### Selected gate families

Scale: 4 px per µm.
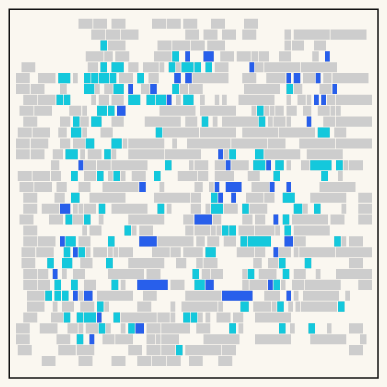
### Wires at chosen ports, followed through buffers

Scale: 4 px per µm.
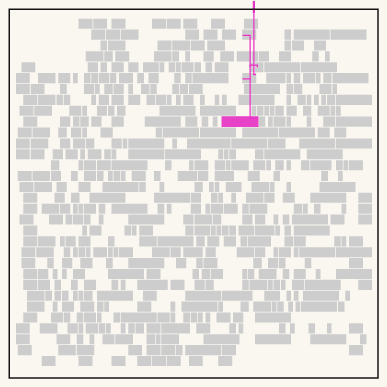
===== config.mk =====
export PLATFORM = sky130hd
export DESIGN_NAME = audio_in_reader
export DESIGN_NICKNAME = d
export VERILOG_FILES = /design/src/rtl/audio_in_reader.sv
export SDC_FILE = /design/constraint.sdc
export NUM_CORES = 1
export LEC_CHECK = 0
export CAP_MARGIN = 5
export CORE_UTILIZATION = 46
export CTS_BUF_LIST = sky130_fd_sc_hd__clkbuf_4 sky130_fd_sc_hd__clkbuf_8 sky130_fd_sc_hd__clkbuf_16
export DETAILED_ROUTE_END_ITERATION = 16
export PLACE_DENSITY_LB_ADDON = 0.08
export SLEW_MARGIN = 30
export SYNTH_ARGS = -nofsm -noshare
export SYNTH_HDL_FRONTEND = slang
export SYNTH_SLANG_ARGS = --single-unit

===== constraint.sdc =====
create_clock -name clk -period 3.7 [get_ports clk]
set_input_delay 0.555 -clock clk [delete_from_list [all_inputs] [get_ports clk]]
set_output_delay 0.555 -clock clk [all_outputs]
set_load 0.005 [all_outputs]

===== src/rtl/audio_in_reader.sv =====
// ADC-side reader for the audio CODEC: pops sample pairs, downmixes to mono,
// tracks a windowed peak level and a hysteresis "loud" flag.
`timescale 1ns/1ps
module audio_in_reader #(
    parameter int         WINDOW_LOG2 = 11,
    parameter logic [7:0] THRESH_ON   = 8'd96,
    parameter logic [7:0] THRESH_OFF  = 8'd64
) (
    input  logic        clk,
    input  logic        resetn,
    input  logic        enable,
    input  logic        read_ready,
    input  logic [23:0] readdata_left,
    input  logic [23:0] readdata_right,
    output logic        read,
    output logic        sample_valid,
    output logic [23:0] sample_mono,
    output logic [7:0]  level,
    output logic        loud
);

    // A zero-length window still needs a one-bit counter; it simply never leaves 0.
    localparam int               CNT_W    = (WINDOW_LOG2 > 0) ? WINDOW_LOG2 : 1;
    localparam logic [CNT_W-1:0] CNT_LAST = CNT_W'((64'd1 << WINDOW_LOG2) - 64'd1);

    typedef enum logic [1:0] {
        ST_IDLE    = 2'd0,
        ST_CAPTURE = 2'd1,
        ST_WAIT    = 2'd2
    } state_t;

    state_t           state_r;
    logic [CNT_W-1:0] win_cnt_r;
    logic [7:0]       run_max_r;
    logic [7:0]       level_smp_s;
    logic [7:0]       peak_s;

    // (L+R)/2 with a 25-bit sum so the add cannot overflow; shift floors toward -inf.
    function automatic logic [23:0] mono_mix(input logic [23:0] l, input logic [23:0] r);
        logic [24:0] sum;
        sum = {l[23], l} + {r[23], r};
        return 24'(sum >> 1);
    endfunction

    // Top 8 bits of the 23-bit magnitude; the most negative code saturates.
    function automatic logic [7:0] level_of(input logic [23:0] m);
        logic [23:0] abs_v;
        if (m == 24'h800000) begin
            abs_v = 24'h7FFFFF;
        end else if (m[23]) begin
            abs_v = ~m + 24'd1;
        end else begin
            abs_v = m;
        end
        return 8'(abs_v >> 15);
    endfunction

    // Level of the sample held in CAPTURE and the running peak including it.
    always_comb begin
        level_smp_s = level_of(sample_mono);
        if (level_smp_s > run_max_r) begin
            peak_s = level_smp_s;
        end else begin
            peak_s = run_max_r;
        end
    end

    // Handshake FSM with registered outputs, peak window and hysteresis update.
    always_ff @(posedge clk or negedge resetn) begin
        if (!resetn) begin
            state_r      <= ST_IDLE;
            read         <= 1'b0;
            sample_valid <= 1'b0;
            sample_mono  <= 24'd0;
            level        <= 8'd0;
            loud         <= 1'b0;
            win_cnt_r    <= '0;
            run_max_r    <= 8'd0;
        end else begin
            case (state_r)
                ST_IDLE: begin
                    if (enable && read_ready) begin
                        state_r      <= ST_CAPTURE;
                        read         <= 1'b1;
                        sample_valid <= 1'b1;
                        sample_mono  <= mono_mix(readdata_left, readdata_right);
                    end else begin
                        state_r      <= ST_IDLE;
                        read         <= 1'b0;
                        sample_valid <= 1'b0;
                    end
                end
                ST_CAPTURE: begin
                    state_r      <= ST_WAIT;
                    read         <= 1'b0;
                    sample_valid <= 1'b0;
                    if (win_cnt_r == CNT_LAST) begin
                        level     <= peak_s;
                        run_max_r <= 8'd0;
                        win_cnt_r <= '0;
                        if (peak_s >= THRESH_ON) begin
                            loud <= 1'b1;
                        end else if (peak_s < THRESH_OFF) begin
                            loud <= 1'b0;
                        end else begin
                            loud <= loud;
                        end
                    end else begin
                        run_max_r <= peak_s;
                        win_cnt_r <= win_cnt_r + CNT_W'(1);
                    end
                end
                ST_WAIT: begin
                    // One dead cycle lets the CODEC retire read_ready.
                    state_r      <= ST_IDLE;
                    read         <= 1'b0;
                    sample_valid <= 1'b0;
                end
                default: begin
                    state_r      <= ST_IDLE;
                    read         <= 1'b0;
                    sample_valid <= 1'b0;
                end
            endcase
        end
    end

endmodule


==> results.yml <==
# implementation run metrics
floorplanning:
  fp.dieW_um: 91.8
  dieArea_um2: 8430
  core_region_area_um2: 7770
  fp_util_pct: 47.8
  dieHeight_um: 91.8
yosys:
  async_reset_ff_share_pct: 100
  syn_nets: 508
  yosysSeqAreaShare_pct: 36.4
  ys_area_um2: 3710
  ys_cells: 423
  syn_area_um2: 3710
  yosysWarnings: 0
  area_leaders: "dfrtp_1, ha_1, nand2_1"
  synth.top_cell.area_share_pct: 36.4
  ys.flop_type: "dfrtp_1"
  synth_cell_type_count: 57
  edf_count: 0
  netlist_instances: 423
  synth_flop_count: 54
  yosysTopAreaCell: "dfrtp_1"
  syn_avg_cell_area_um2: 8.78
global_routing:
  grt_first_pass_wirelength_um: 13900
  grt_max_degree: 50
  grt_usage_pct: 20.1
  grt_pass1_vias: 3145
  antenna_found_initial: 0
  globalRouteMet2Util_pct: 34.8
  grtUsageMet1_pct: 25.4
  grt_util_met3_pct: 4.23
  grt_overflow_total: 0
  grt_busiest_layer: "met2"
final_timing:
  hold_slack_ps: 327
  slew_viol_final: 0
  finalSetupViolations: 0
  clock_skew_ps: 8.76
  finalCriticalPeriod_ps: 3460
  slew_headroom_pct: 46.3
  fmax_mhz: 289
  tightestPinTransition_ps: 806
  fin_crit_sh_pct: 93.6
  timing.final.hold_violations: 0
critical_path:
  required_ps: 3900
  critical_path_class: "reg -> reg"
  path_max_fanout: 17
  cp-start-kind: "flip-flop"
  end_kind: "flip-flop"
  cp.arrival_ps: 3660
  cp_slowest_stage_delay_ps: 430
  path_cells: "nor4_4 > nand4_2 > buf_4 > buf_4 > or3_1 > a22o_1 > ha_1 > a21oi_1 > o22ai_1 > o21ai_0 > a32oi_2 > buf_6 > nor2_1 > a21oi_2 > a21oi_2 > a2bb2oi_2"
  r2r.worst_path.cells: 16
  cp_slowest_cell: "dfrtp_1"
  regToRegStartpoint: "sample_mono[0]"
  rrSetupSlack_ps: 240
  r2r_end: "loud"
layout:
  mi_logic_area_um2: 2240
  num-fill-cells: 704
  areaGrowthSynthToFinish_pct: 31.1
  drive_gt1_share_pct: 6.99
  nNetsFinal: 599
  design_area_um2: 4870
  insertedDiodeCount: 0
  lay_top_cells: "clkdlybuf4s50_1, nand2_1, dfrtp_1"
drt:
  wirelength_um: 8190
  wl_per_cell_um: 13.3
  drc: 0
  postRouteAntennaNets: 0
  vias: 3353
  drt_iter0_markers: 108
power_and_ir_drop:
  power.leakage_nw: 2.14
  powerDensity_nw_per_um2: 482
  max-vdd-ir-drop_v: 0.000235
clocking:
  cts_hold_buf: 0
  clock_latency_ps: 310
  cts.path.max_buffers: 2
  cts_sinks: 54
  htree_levels: 2
  cts_tree: "built"
  cts.clk_slew.worst_paths_ps: 100
  cts_made_buffers: 5
  cts_root_buf: "clkbuf_8"
run:
  maxCapViolCount: 0
  openroad.warnings: 26
placed_design:
  place_area_um2: 4700
  dp_hpwl_um: 6580
  routabilityCongestion: 0.836
run_status:
  status: "completed"
hold_path:
  hold_path_class: "in -> async"
Notes on 'Selected gate families' above:
blue -> nor cells  # cells 47, most used nor2_1
cyan -> aoi and oai cells  # cells 108, most used o21ai_0, where all over the die
Top cell excl fill/tap: clkdlybuf4s50_1
logic share of the area: 46.1%
Layout Cells excl Fill: 617

Notes on 'Wires at chosen ports, followed through buffers' above:
magenta -> `read`  # bits 1, direction output, end cells 1, buffers 1, wire 45.1 µm
Ports: 87
I/O Buffers: 86

==> routing by layer <==
metal  wire length (µm)  share of wire, %  vias to the layer above
met3                391               4.8                       10
met4                108               1.3                        0
met1               3740                46                     1560
li1                   -                 -                     1702
met5                  0                 0                        -
met2               3950                48                       81
==> metrics by stage <==
step	std cells	utilization (%)	setup WS [ps]	total power, mW
floorplan	423	-	175	1.51
global placement	605	60.5	142	1.91
detailed placement	605	60.5	-68.8	1.94
CTS	613	62.0	4.17	2.34
global route	617	62.6	15.1	2.53
finish	617	62.6	236	2.35
==> critical path: cells and delay by family (launching register included) <==
family,cells,cell delay [ps]
adders and majority gates,1,310
AOI/OAI and AO/OA,8,1210
and+or+nand+nor,4,900
buffers and inverters,3,500
DFF,1,430
==> cells by family (layout without fill, tap and decap cells) <==
kind of cell	Yosys count	in the layout	share of synthesized area [%]
AOI/OAI and AO/OA	135	135	23.3
xor gates and xnor gates	27	27	6.37
adders and majority gates	33	33	11.3
buffers and inverters	36	128	3.77
DFF	54	54	36.4
muxes	3	3	0.843
and+or+nand+nor	135	135	18.0
==> worst max-delay path by stage <==
stage,slack [ps],start,endpoint,depth (start not counted)
after CTS,4,sample_mono[0],run_max_r[0],13
final,240,sample_mono[0],loud,16
after detailed placement,-70,sample_mono[0],run_max_r[4],13
after global placement,140,sample_mono[0],run_max_r[4],13
after global routing,20,sample_mono[0],loud,14
after floorplan,170,sample_mono[7],run_max_r[6],14
==> state kept, by name (all words and copies together), names as in the netlist <==
register,cells
level,8
loud,1
run_max_r,8
sample_mono,24
sample_valid,1
state_r,1
win_cnt_r,11
==> cell type report <==
type | instances | share of cell area (%)
clock inverter | 3 | 0.926
tap | 102 | 2.62
clock buffer | 5 | 1.41
timing repair buffer | 98 | 19.5
inverter | 22 | 1.70
multi-input combinational | 333 | 46.1
sequential | 54 | 27.8
==> synthesized netlist by cell type, types with 7 or more instances <==
master,count
dfrtp_1,54
nand2_1,54
o21ai_0,39
a21oi_1,32
ha_1,32
nor2_1,30
inv_1,21
xor2_1,14
xnor2_1,13
clkbuf_1,12
a21o_1,9
nand4_1,9
nand3_1,7
==> power by group <==
part / internal [mW] / switching [mW]
clock network: 0.201 / 0.196
registers: 0.718 / 0.142
logic: 0.546 / 0.542
total: 1.47 / 0.879
==> repair_timing <==
item / 4_1_cts / 5_1_grt
pin swaps: 0 / 1
resized: 1 / 4
hold endpoints to repair: 0 / 0
setup buffers: 0 / 4
setup endpoints to repair: 5 / 17
Power is estimated from default activity; no workload was simulated.
